### config.mk
export PLATFORM = sky130hd
export DESIGN_NAME = lcd_timing_gen
export DESIGN_NICKNAME = d
export VERILOG_FILES = /design/src/rtl/lcd_timing_gen.sv
export SDC_FILE = /design/constraint.sdc
export NUM_CORES = 1
export LEC_CHECK = 0
export ABC_CLOCK_PERIOD_IN_PS = 3200
export CORE_AREA = 2 2 65 67
export CTS_CLUSTER_DIAMETER = 120
export DETAILED_ROUTE_END_ITERATION = 8
export DIE_AREA = 0 0 67 69
export PLACE_DENSITY_LB_ADDON = 0.2
export SLEW_MARGIN = 40
export SYNTH_ARGS = -nofsm -noshare
export SYNTH_HDL_FRONTEND = slang
export SYNTH_SLANG_ARGS = --single-unit
### constraint.sdc
create_clock -name clk -period 3.2 [get_ports clk]
set_input_delay 0.64 -clock clk [delete_from_list [all_inputs] [get_ports clk]]
set_output_delay 0.64 -clock clk [all_outputs]
set_load 0.02 [all_outputs]
### src/rtl/lcd_timing_gen.sv
// lcd_timing_gen: raster timing for the 800x480 LCD panel.
// Produces scan coordinates, active-low sync strobes, data-enable, a frame
// start pulse and a valid flag for the colour lookup block. The counters step
// on pix_ce strobes in the clk domain.
// Build option: define LCD_FRAME_COUNTER_EN to add the frame_count output.
module lcd_timing_gen #(
  parameter int unsigned H_ACTIVE = 800,
  parameter int unsigned H_SYNC   = 48,
  parameter int unsigned H_BACK   = 88,
  parameter int unsigned H_FRONT  = 40,
  parameter int unsigned V_ACTIVE = 480,
  parameter int unsigned V_SYNC   = 3,
  parameter int unsigned V_BACK   = 32,
  parameter int unsigned V_FRONT  = 13
) (
  input  logic        clk,
  input  logic        rst,
  input  logic        enable,
  input  logic        pix_ce,
  output logic [10:0] x,
  output logic [9:0]  y,
  output logic        hsync_n,
  output logic        vsync_n,
  output logic        de,
  output logic        frame_start,
  output logic        valid
`ifdef LCD_FRAME_COUNTER_EN
  ,
  output logic [15:0] frame_count
`endif
);

  localparam int unsigned H_TOTAL = H_BACK + H_ACTIVE + H_FRONT;
  localparam int unsigned V_TOTAL = V_BACK + V_ACTIVE + V_FRONT;

  localparam logic [10:0] X_LAST     = 11'(H_TOTAL - 1);
  localparam logic [10:0] X_SYNC_END = 11'(H_SYNC);
  localparam logic [10:0] X_DE_BEG   = 11'(H_BACK);
  localparam logic [10:0] X_DE_END   = 11'(H_BACK + H_ACTIVE);
  localparam logic [9:0]  Y_LAST     = 10'(V_TOTAL - 1);
  localparam logic [9:0]  Y_SYNC_END = 10'(V_SYNC);
  localparam logic [9:0]  Y_DE_BEG   = 10'(V_BACK);
  localparam logic [9:0]  Y_DE_END   = 10'(V_BACK + V_ACTIVE);

  typedef enum logic [1:0] {
    IDLE    = 2'd0,
    SYNCING = 2'd1,
    RUN     = 2'd2
  } state_t;

  state_t      state_q;
  logic [10:0] x_q, x_d;
  logic [9:0]  y_q, y_d;
  logic        hsync_n_q, vsync_n_q, de_q, frame_start_q, valid_q;
  logic        hsync_n_d, vsync_n_d, de_d;
  logic        frame_wrap;

  // Next scan position and its decodes; leaving IDLE always lands on (0,0).
  always_comb begin
    x_d        = 11'd0;
    y_d        = 10'd0;
    frame_wrap = 1'b0;
    if (state_q != IDLE) begin
      frame_wrap = (x_q == X_LAST) && (y_q == Y_LAST);
      if (x_q == X_LAST) begin
        x_d = 11'd0;
        y_d = (y_q == Y_LAST) ? 10'd0 : y_q + 10'd1;
      end else begin
        x_d = x_q + 11'd1;
        y_d = y_q;
      end
    end
    hsync_n_d = !(x_d < X_SYNC_END);
    vsync_n_d = !(y_d < Y_SYNC_END);
    de_d      = (x_d >= X_DE_BEG) && (x_d < X_DE_END) &&
                (y_d >= Y_DE_BEG) && (y_d < Y_DE_END);
  end

  // Sequencer and registered timing outputs; enable low overrides pix_ce.
  always_ff @(posedge clk or posedge rst) begin
    if (rst) begin
      state_q       <= IDLE;
      x_q           <= 11'd0;
      y_q           <= 10'd0;
      hsync_n_q     <= 1'b1;
      vsync_n_q     <= 1'b1;
      de_q          <= 1'b0;
      frame_start_q <= 1'b0;
      valid_q       <= 1'b0;
    end else if (!enable) begin
      state_q       <= IDLE;
      x_q           <= 11'd0;
      y_q           <= 10'd0;
      hsync_n_q     <= 1'b1;
      vsync_n_q     <= 1'b1;
      de_q          <= 1'b0;
      frame_start_q <= 1'b0;
      valid_q       <= 1'b0;
    end else begin
      frame_start_q <= 1'b0;
      if (pix_ce) begin
        x_q       <= x_d;
        y_q       <= y_d;
        hsync_n_q <= hsync_n_d;
        vsync_n_q <= vsync_n_d;
        de_q      <= de_d;
        case (state_q)
          IDLE: begin
            state_q       <= SYNCING;
            frame_start_q <= 1'b1;
          end
          SYNCING: begin
            if (frame_wrap) begin
              state_q       <= RUN;
              valid_q       <= 1'b1;
              frame_start_q <= 1'b1;
            end
          end
          RUN: begin
            if (frame_wrap) frame_start_q <= 1'b1;
          end
          default: state_q <= IDLE;
        endcase
      end
    end
  end

  assign x           = x_q;
  assign y           = y_q;
  assign hsync_n     = hsync_n_q;
  assign vsync_n     = vsync_n_q;
  assign de          = de_q;
  assign frame_start = frame_start_q;
  assign valid       = valid_q;

`ifdef LCD_FRAME_COUNTER_EN
  logic [15:0] fc_q;

  // Counts frames started while already in RUN; the frame_start that raises
  // valid is not counted. Entering IDLE clears the count.
  always_ff @(posedge clk or posedge rst) begin
    if (rst) begin
      fc_q <= 16'd0;
    end else if (!enable) begin
      fc_q <= 16'd0;
    end else if (pix_ce && (state_q == RUN) && frame_wrap) begin
      fc_q <= fc_q + 16'd1;
    end
  end

  assign frame_count = fc_q;
`else
  // No frame counter in this build.
`endif

endmodule

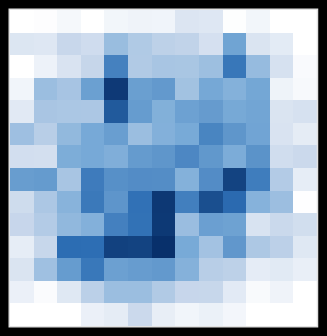
Fig. 1. Wiring heat map (run 1).
13 x 14 tiles, from white (low) to dark blue (high), scaled to the fullest tile. Values are wire area over tile area, all layers added.
- densest ninth of the die: centre
- fullest tile: 0.46
- nearly empty tiles: 8.8%
- mean over tiles: 0.16
- emptiest ninth of the die: south-east
- tiles over half the peak: 33%

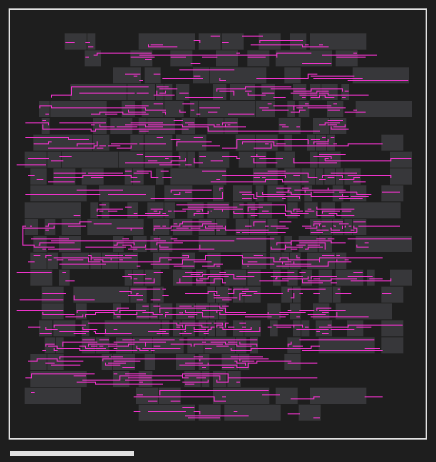
Fig. 2. Met1 routing (run 1).
Scale bar: 20 um. Cells faint in the background.
- nets with wire on the layer: 252
- longest straight run: 26.7 um
- share of all routed wire: 46%

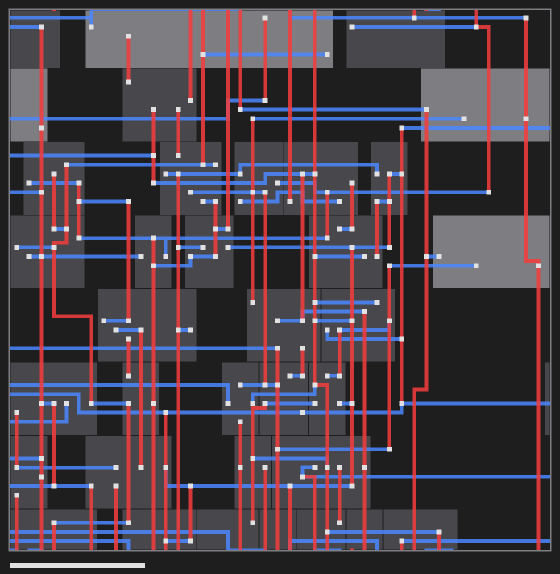
Fig. 3. A small window of the routed layout (run 1).
Scale bar: 5 um. Region (40, 42) to (60, 62) um. Cells in grey, sequential cells in the stronger grey; small squares are vias.
- red: metal 2
- blue: metal 1
- cells with their middle in the window: 33
- sequential cells in the window: 2
- netlist names of flops here include: `y` (2)
- most frequent: nand2_1 (6), o21a_1 (3)

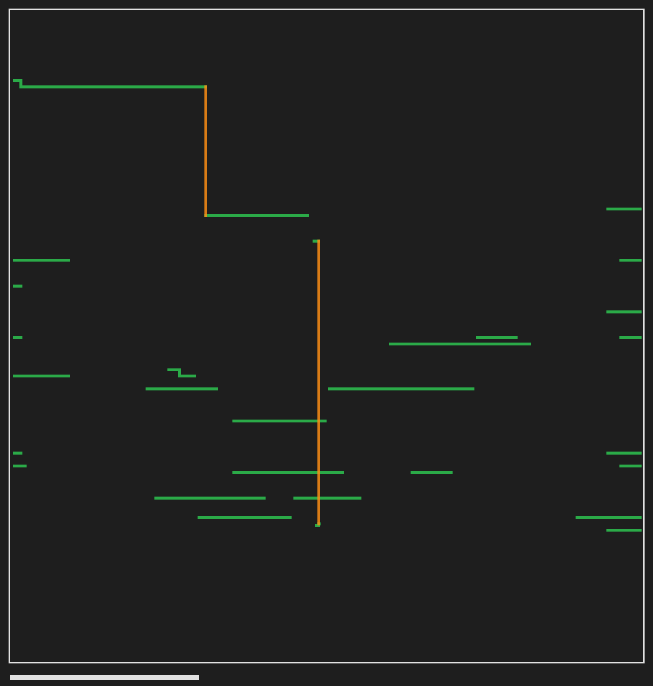
Fig. 4. Metal layers overlaid (run 1).
Scale bar: 20 um. Two of the layers only.
- orange: metal 4 (wire length 43.5 um)
- green: metal 3 (wire length 172 um)

==> Changelog: implementation, run 1 <==
## Flow update

* Final worst path period need at 2650 ps
* Vias in the first global route at 1820
* Final setup vio count at 0
* Clk sink count at 28
* Slew @ Worst Pin at 722 ps
* Met2 Wirelength at 2450 um
* Sequential power at 390 uW
* Placed cell area at 2390 um^2
* Rel. slew slack at 0.518
* Signal buffers at 34
* Flop area at 703 um^2
* Critical Setup Path Class: flop to flop
* Met2 global-route usage at 0.384
* CTS tree: yes
* Pin count of the biggest net entering global routing at 36
* Xor+xnor area frac at 0.0298
* Total global routing overflow at 0
* Drt first pass iters at 4
* Setup ws final at 551 ps
* RSZ-0062 raised after global routing: no
* Clock buffer depth at 2
* Sw Ratio at 0.329
* Yosys warning tally at 0
* Comb area at 1260 um^2
* PortBufs at 29
* # clk buffers at 3
* Synth Flop Type: dfrtp_1
* Synth flops at 28
* Cell Type Count at 48
* GRT Resource Usage Total at 0.231
* CP arrival at 2820 ps
* Fin. max-slew vios at 0
* TAP cells at 50
* GRT busiest layer: met2
* Post-synth top cells: 26 x dfrtp_1, 26 x nand2_1, 14 x clkbuf_1, 14 x nand3_1, 14 x nor2_1
* Cell taking the most area after synthesis: dfrtp_1
* Setup Skew at 6.31 ps
* Top comb family, area: simple AND/OR/NAND/NOR gates
* Met3 usage at 0.0310
* CP top delay family: simple AND/OR/NAND/NOR gates
* Placed Cells at 316
* Fin crit share at 0.828
* Flop share of the area at 0.286
* Share of post-route cells with drive strength above 1 at 0.0704
* Psw at 315 uW
* Post-CTS Resized at 0
* Synth area leaders: dfrtp_1 32%, ha_1 4.9%, nand2_1 4.8%
* Yosys stat area at 2050 um^2
* Signal buf overhead at 0.133
* Fp_density at 0.525
* Setup crit end kind: flop
* Met3 Wirelength at 171 um
* Adder share at 0.0487
* Maximum clock rate at 378 MHz
* Synthesized Nets at 259
* Initial DRC count at 129
* FP Rows at 23
* DIE AREA at 4620 um^2
* Core area at 3910 um^2
* Power share of the clock group at 0.306
* Global-route wire length before repair at 8520 um
* Die H at 69 um
* Vias per inst at 5.93
* R2R setup slack at 550 ps
* Total of max-cap violations at 0
* Routed met1 length at 2250 um
* VDD IR-drop max at 0.000193 V
* Post-CTS setup buffers at 0
* Hold Violations, Final at 0
* Slowest CP cell: a2111oi_0
* Clk latency late pin at 290 ps
* Total CTS buffers at 3
* Final core occ at 0.628
* Fillers at 386
* Routed wire length per instance at 15.3 um
* Hold crit path type: flop to flop
* Hold Slack at 530 ps
* P per Cell Area at 389 nW/um^2
* Complex Gates by Area at 0.193
* Die Width at 67 um
* Dominant cell area share at 0.317
* # diodes at 0
* Synth Seq Share at 0.342
* Flop pwr share at 0.408
* TNS Setup at 0 ps
* CP most frequent cell: or3_1
* Total wire length at 4910 um
* Mux frac, synth at 0.0402
* Yosys Instances at 247
* Cell area after layout at 2460 um^2
* Inverter count at 8
* Worst path bufs/invs at 0
* Status: complete, no violations
* Syn Std Cell Area at 2050 um^2
* Cts-stage hold buffer count at 0
* Area-dominant class: combinational gates
* Post-Layout Cell Count at 320
* CTS Root Cell: clkbuf_8
* Ports at 30
* Combinational group share of total power at 0.287
* Crit-path max cell delay at 490 ps
* Clk power at 293 uW
-- run 1: flip-flops by register name (all words and copies together), names as in the netlist --
register	flops
hsync_n	1
y	10
frame_start	1
de	1
valid	1
x	11
vsync_n	1
state_q	2
-- run 1: final timing paths --
check,from,endpoint,cells past startpoint
worst min register to register,de$_DFFE_PP0P_,de$_DFFE_PP0P_,2
worst min-delay path,de$_DFFE_PP0P_,de$_DFFE_PP0P_,2
max in group asynchronous,rst,vsync_n$_DFFE_PP1P_,3
worst max-delay path,x[0]$_DFFE_PP0P_,de$_DFFE_PP0P_,7
min in group asynchronous,rst,x[5]$_DFFE_PP0P_,3
worst max register to register,x[0]$_DFFE_PP0P_,de$_DFFE_PP0P_,7
-- run 1: worst min-delay path: stages (launching register included) --
cell and delay, ps:
dfrtp_1 380, nand2_1 70, o31ai_2 50
==> run 2: changes to the inputs <==
ABC_CLOCK_PERIOD_IN_PS = 2300   (was 3200)
CORE_AREA = 2 2 68 70   (was 2 2 65 67)
DIE_AREA = 0 0 70 72   (was 0 0 67 69)
clock period = 2.3 ns   (was 3.2 ns; I/O delays follow)
==> Changelog: implementation, run 2 <==
## Flow update

* Status: finished, violations left
* Failing checks: negative setup slack
* Total of max-cap violations at 0 (unchanged)
* Slew @ Worst Pin at 477 ps (-245 ps)
* Flop pwr share at 0.416 (+0.008)
* Cell area after layout at 2690 um^2 (+9.4%)
* Initial DRC count at 148 (+15%)
* Clk sink count at 28 (unchanged)
* Dpl ws at 12.7 ps
* Worst Setup Start Kind: flop
* Synth flops at 28 (unchanged)
* DIE AREA at 5040 um^2 (+9.0%)
* Biggest consumer: sequential cells
* Comb pwr at 446 uW
* GP Congestion at 0.864
* Signal buffers at 61 (+79%)
* Hold Slack at 515 ps (-15.6 ps)
* Pin count of the biggest net entering global routing at 29 (-19%)
* Combinational group share of total power at 0.343 (+0.056)
* Worst path bufs/invs at 0 (unchanged)
* Top cells excl fill/tap: 32 x buf_4, 29 x clkdlybuf4s50_1, 26 x nand2_1
* Ports at 30 (unchanged)
* Fin crit share at 1.01 (+0.179)
* Req. time, crit path at 2490 ps
* Comb area at 1300 um^2 (+2.8%)
* Hold Violations, Final at 0 (unchanged)
* Final setup vio count at 1 (+1)
* Routed wire length per instance at 14.6 um (-4.9%)
* TNS Setup at -15.7 ps (-15.7 ps)
* Simple-gate portion of the synthesized area at 0.303
* Initial antenna violation count at 0
* Top comb family, area: simple AND/OR/NAND/NOR gates
* Avg Inst Size Synth at 8.32 um^2
* Total CTS buffers at 3 (unchanged)
* Rel. slew slack at 0.681 (+0.162)
* Post-CTS setup buffers at 0 (unchanged)
* Setup ws final at -15.7 ps (-567 ps)
* Die H at 72 um (+4.3%)
* Pwr Total at 1.30 mW
* CTS tree: yes
* Synth Flop Type: dfrtp_1
* Async SR Flop Fraction at 1.00
* Fin. max-slew vios at 0 (unchanged)
* Dominant cell area share at 0.317 (unchanged)
* Total global routing overflow at 0 (unchanged)
* Mux frac, synth at 0.0402 (unchanged)
* Number of enable flip-flop cells at 0
* CTS H-tree depth at 1
* Vias per inst at 5.73 (-3.4%)
* Final worst path period need at 2320 ps (-333 ps)
* Critical-path cell list: or4b_4, or4_4, nor2_2, xor2_1, a221o_1, o31ai_2
* Syn Std Cell Area at 2050 um^2 (unchanged)
* Synth area leaders: dfrtp_1 32%, ha_1 4.9%, nand2_1 4.8%
* Log Warnings at 33
* Synth Seq Share at 0.342 (unchanged)
* Sequential power at 541 uW (+39%)
* # clk buffers at 4 (+1)
* Worst-path clk slew at 100 ps
* Fp_density at 0.482 (-0.0431)
* Combinational fraction of the cell area at 0.483
* Flop share of the area at 0.264 (-0.0218)
* Vias in the first global route at 1835 (+0.82%)
* Yosys Instances at 247 (unchanged)
* #MultiIn Comb at 196
* Drt first pass iters at 4 (unchanged)
* Critical Setup Path Class: flop to flop
* Cell taking the most area after synthesis: dfrtp_1
* Yosys stat area at 2050 um^2 (unchanged)
* Clock buffer depth at 2 (unchanged)
* Core area at 4260 um^2 (+9.0%)
* # diodes at 0 (unchanged)
* Number of routed nets with antenna violations at 0
* TAP cells at 52 (+4.0%)
* Global-route wire length before repair at 8690 um (+1.9%)
* Synthesized Nets at 259 (unchanged)
* P per Cell Area at 484 nW/um^2 (+24%)
* Setup Skew at 4.19 ps (-2.12 ps)
* VDD IR-drop max at 0.000390 V (+100%)
* Crit path from: x[6]$_DFFE_PP0P_
* Yosys warning tally at 0 (unchanged)
* Critical Path Fanout Max at 5
* Crit-path max cell delay at 570 ps (+80 ps)
* Psw at 447 uW (+42%)
* Post-Layout Cell Count at 349 (+9.1%)
* RSZ-0062 raised after global routing: yes
* Post-CTS Resized at 2 (+2)
* Placed Cells at 344 (+8.9%)
* Die Width at 70 um (+4.5%)
* Leakage at 1.06 nW
* Commonest Layout Cell: buf_4
* Clk latency late pin at 280 ps (about the same)
* CP top delay family: simple AND/OR/NAND/NOR gates
* Dpl hpwl at 3740 um
* Post-synth top cells: 26 x dfrtp_1, 26 x nand2_1, 14 x clkbuf_1, 14 x nand3_1, 14 x nor2_1
* PortBufs at 29 (unchanged)
* Adder share at 0.0487 (unchanged)
* Remaining DRCs at 0
* Clk power at 314 uW (+7.2%)
* Inverter count at 8 (unchanged)
* FP Rows at 24 (+4.3%)
* GRT Resource Usage Total at 0.212 (-0.0184)
* FFs & Latches at 28
* Reg2reg start: x[6]$_DFFE_PP0P_
* Area-dominant class: combinational gates
* Sw Ratio at 0.344 (+0.0148)
* Hold_sp: valid$_DFFE_PP0P_
* Cell Type Count at 48 (unchanged)
* Cts-stage hold buffer count at 0 (unchanged)
* Slowest CP cell: or4b_4
* Placed cell area at 2610 um^2 (+9.5%)
* CTS Root Cell: clkbuf_8
* Hold crit path type: flop to flop
* Nets@finish at 310
* Complex Gates by Area at 0.193 (unchanged)
* Setup crit end kind: flop
* Power share of the clock group at 0.241 (-0.065)
* Fillers at 379 (-1.8%)
* Max FFs per register at 11 (unchanged)
* Int Pwr at 853 uW
* Clk tree area frac at 0.0205
* Gate Count Post-Synth at 247
* Signal buf overhead at 0.197 (+0.0639)
* Xor+xnor area frac at 0.0298 (unchanged)
* Final core occ at 0.631 (+0.00267)
* Maximum clock rate at 432 MHz (+14%)
* CP arrival at 2510 ps (-310 ps)
* Flop area at 711 um^2 (+1.1%)
* Synth-to-layout area growth at 30.9%
* Share of post-route cells with drive strength above 1 at 0.199 (+0.128)
[run 2: cell counts after synthesis]
No cell type changed its count.
[run 2: metal layers]
metal	vias to the layer above	global-route usage	wire (um)
li1	983	-	-
met1	952	0.308	2420
met2	60	0.343	2360
met3	4	0.0264	255
met4	0	0.0470	52
met5	-	0	0
[run 2: path summary, 6_finish.rpt]
path	end	slack (ps)	depth (start not counted)
max	de$_DFFE_PP0P_	-20	6
min reg2reg	valid$_DFFE_PP0P_	510	1
min in group asynchronous	state_q[1]$_DFFE_PP0P_	540	3
min	valid$_DFFE_PP0P_	510	1
max reg2reg	de$_DFFE_PP0P_	-20	6
max in group asynchronous	hsync_n$_DFFE_PP1P_	1450	3
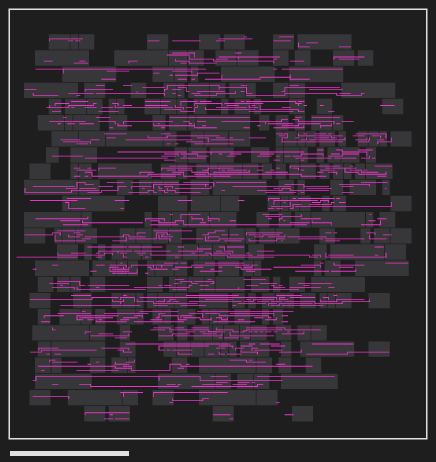
Fig. 5. Met1 routing (run 2).
Scale bar: 20 um. Cells faint in the background.
via count: 1999
total wire length: 5090 um
M1 GR Usage: 0.308

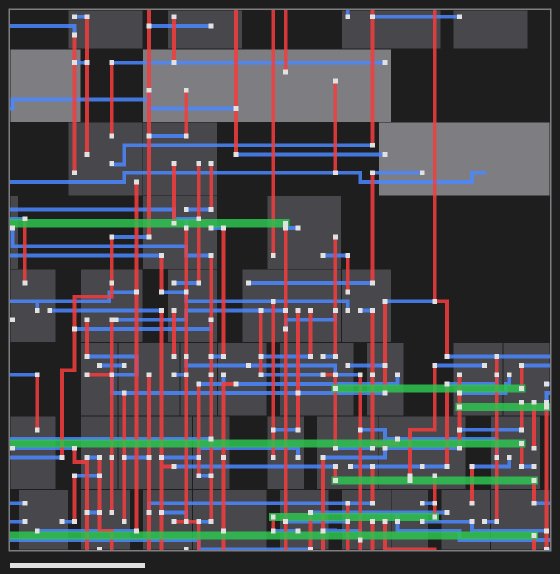
Fig. 6. A small window of the routed layout (run 2).
Scale bar: 5 um. Region (42, 44) to (62, 64) um. Cells in grey, sequential cells in the stronger grey; small squares are vias.
- red: metal 2
- blue: metal 1
- green: metal 3
- cells with their middle in the window: 39
- sequential cells in the window: 2
- netlist names of flops here include: `y` (2)
- most frequent: nand2_1 (6), nand3_1 (6), buf_4 (5)

==> run 3: changes to the inputs <==
CELL_PAD_IN_SITES_DETAIL_PLACEMENT = 1   (was unset)
CELL_PAD_IN_SITES_GLOBAL_PLACEMENT = 2   (was unset)
CORE_AREA = 2 2 88 90   (was 2 2 68 70)
DIE_AREA = 0 0 90 92   (was 0 0 70 72)
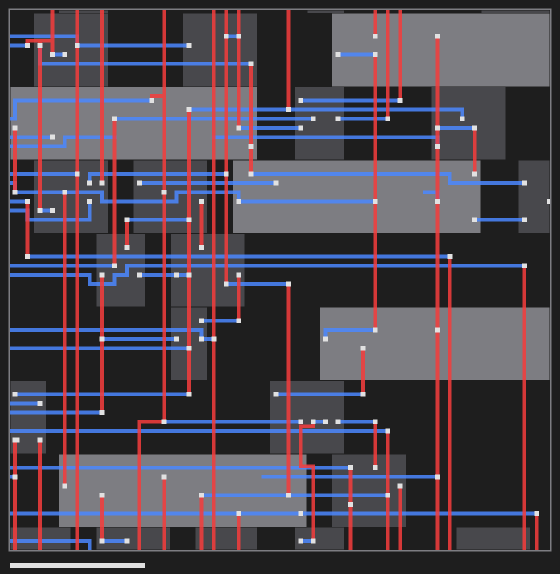
Fig. 7. A small window of the routed layout (run 3).
Scale bar: 5 um. Region (58, 59) to (78, 79) um. Cells in grey, sequential cells in the stronger grey; small squares are vias.
- blue: metal 1
- red: metal 2
- sequential cells in the window: 5
- cells with their middle in the window: 17
- most frequent: dfrtp_1 (5), buf_4 (3)
- netlist names of flops here include: `y` (5)

==> Changelog: implementation, run 3 <==
## Flow update

* Combinational group share of total power at 0.358 (+0.015)
* Slew @ Worst Pin at 413 ps (-63.9 ps)
* Via count at 2023 (+1.2%)
* Flop share of the area at 0.248 (-0.0157)
* Async SR Flop Fraction at 1.00 (unchanged)
* Placed Cells at 404 (+17%)
* Clock buffer depth at 2 (unchanged)
* Setup ws final at -19.8 ps (-4.04 ps)
* CP arrival at 2530 ps (+20 ps)
* Pwr Total at 1.35 mW (+3.8%)
* Status: finished, violations left
* Synth-to-layout area growth at 39.2%
* Fp_density at 0.276 (-0.206)
* Share of post-route cells with drive strength above 1 at 0.234 (+0.0351)
* Total global routing overflow at 0 (unchanged)
* Core area at 7450 um^2 (+75%)
* Dpl ws at 7.80 ps (-4.90 ps)
* Critical Path Fanout Max at 5 (unchanged)
* Comb area at 1320 um^2 (+1.9%)
* Rel. slew slack at 0.722 (+0.0412)
* Power share of the clock group at 0.245 (+0.004)
* Simple-gate portion of the synthesized area at 0.303 (unchanged)
* Dominant cell area share at 0.317 (unchanged)
* Post-synth top cells: 26 x dfrtp_1, 26 x nand2_1, 14 x clkbuf_1, 14 x nand3_1, 14 x nor2_1
* DIE AREA at 8280 um^2 (+64%)
* Vias per inst at 4.93 (-14%)
* Failing checks: negative setup slack
* Vias in the first global route at 2186 (+19%)
* Nets@finish at 321 (+3.5%)
* Number of enable flip-flop cells at 0 (unchanged)
* Synth area leaders: dfrtp_1 32%, ha_1 4.9%, nand2_1 4.8%
* Die Width at 90 um (+29%)
* Met2 Wirelength at 3090 um (+31%)
* Final worst path period need at 2320 ps (+4.04 ps)
* TNS Setup at -31.5 ps (-15.8 ps)
* Setup crit end kind: flop
* Final core occ at 0.384 (-0.247)
* Flop pwr share at 0.396 (-0.020)
* Cts-stage hold buffer count at 0 (unchanged)
* Synth Seq Share at 0.342 (unchanged)
* # clk buffers at 4 (unchanged)
* Worst Setup Start Kind: flop
* Number of routed nets with antenna violations at 0 (unchanged)
* Synth flops at 28 (unchanged)
* Gate Count Post-Synth at 247 (unchanged)
* P per Cell Area at 472 nW/um^2 (-2.4%)
* Synth Flop Type: dfrtp_1
* Fin. max-slew vios at 0 (unchanged)
* Met3 Wirelength at 134 um (-47%)
* Sequential power at 535 uW (-1%)
* Combinational fraction of the cell area at 0.463 (-0.0200)
* PortBufs at 29 (unchanged)
* Post-Layout Cell Count at 410 (+17%)
* Yosys stat area at 2050 um^2 (unchanged)
* Cells on worst reg2reg path at 6 (unchanged)
* Hold Slack at 503 ps (-11.5 ps)
* Uppermost routed layer: met4
* Commonest Layout Cell: buf_4
* Fillers at 899 (+140%)
* FFs & Latches at 28 (unchanged)
* Clk sink count at 28 (unchanged)
* Final setup vio count at 2 (+1)
* Cell area after layout at 2860 um^2 (+6.3%)
* Cell taking the most area after synthesis: dfrtp_1
* Total wire length at 6500 um (+28%)
* M1 GR Usage at 0.228 (-0.0795)
* Post-CTS Resized at 2 (unchanged)
* Routed met1 length at 3180 um (+31%)
* Hold Violations, Final at 0 (unchanged)
* Initial antenna violation count at 0 (unchanged)
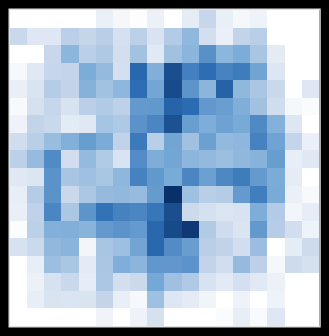
Fig. 8. Wiring heat map (run 3).
18 x 18 tiles, from white (low) to dark blue (high), scaled to the fullest tile. Values are wire area over tile area, all layers added.
- nearly empty tiles: 14%
- fullest tile: 0.39
- emptiest ninth of the die: south-east

## run 3: worst max-delay path: stages (launching register included)
cell	delay [ps]
dfrtp_2	410
or4b_4	600
or4_4	490
or3_4	360
nand3_2	80
o21ai_2	70
o31ai_2	230
## run 3: worst paths after layout
kind	startpoint	end	slack, ps
setup / recovery	x[5]$_DFFE_PP0P_	de$_DFFE_PP0P_	-20
hold / removal	valid$_DFFE_PP0P_	valid$_DFFE_PP0P_	500
setup reg to reg	x[5]$_DFFE_PP0P_	de$_DFFE_PP0P_	-20
hold reg to reg	valid$_DFFE_PP0P_	valid$_DFFE_PP0P_	500
max in group asynchronous	rst	vsync_n$_DFFE_PP1P_	1430
min in group asynchronous	rst	y[1]$_DFFE_PP0P_	540

==> notes/layouts.md <==
Pictures saved along the way, in no particular order.

Congestion heat map.
Plate I
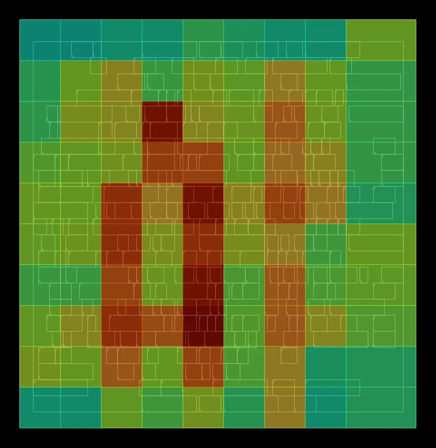
Plate II
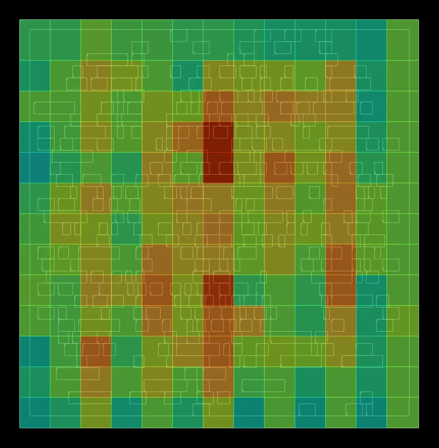
Plate III
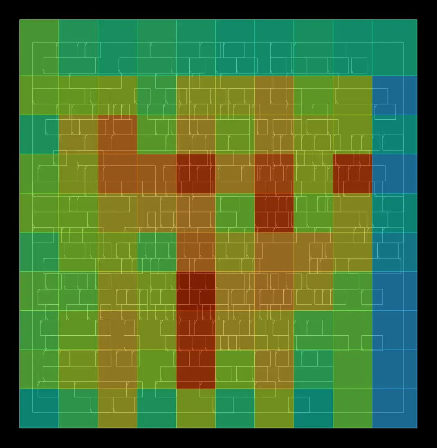
run 2 -> Plate III
run 1 -> Plate I
run 3 -> Plate II

No activity file was given, so power comes from the tool's default toggle rates.
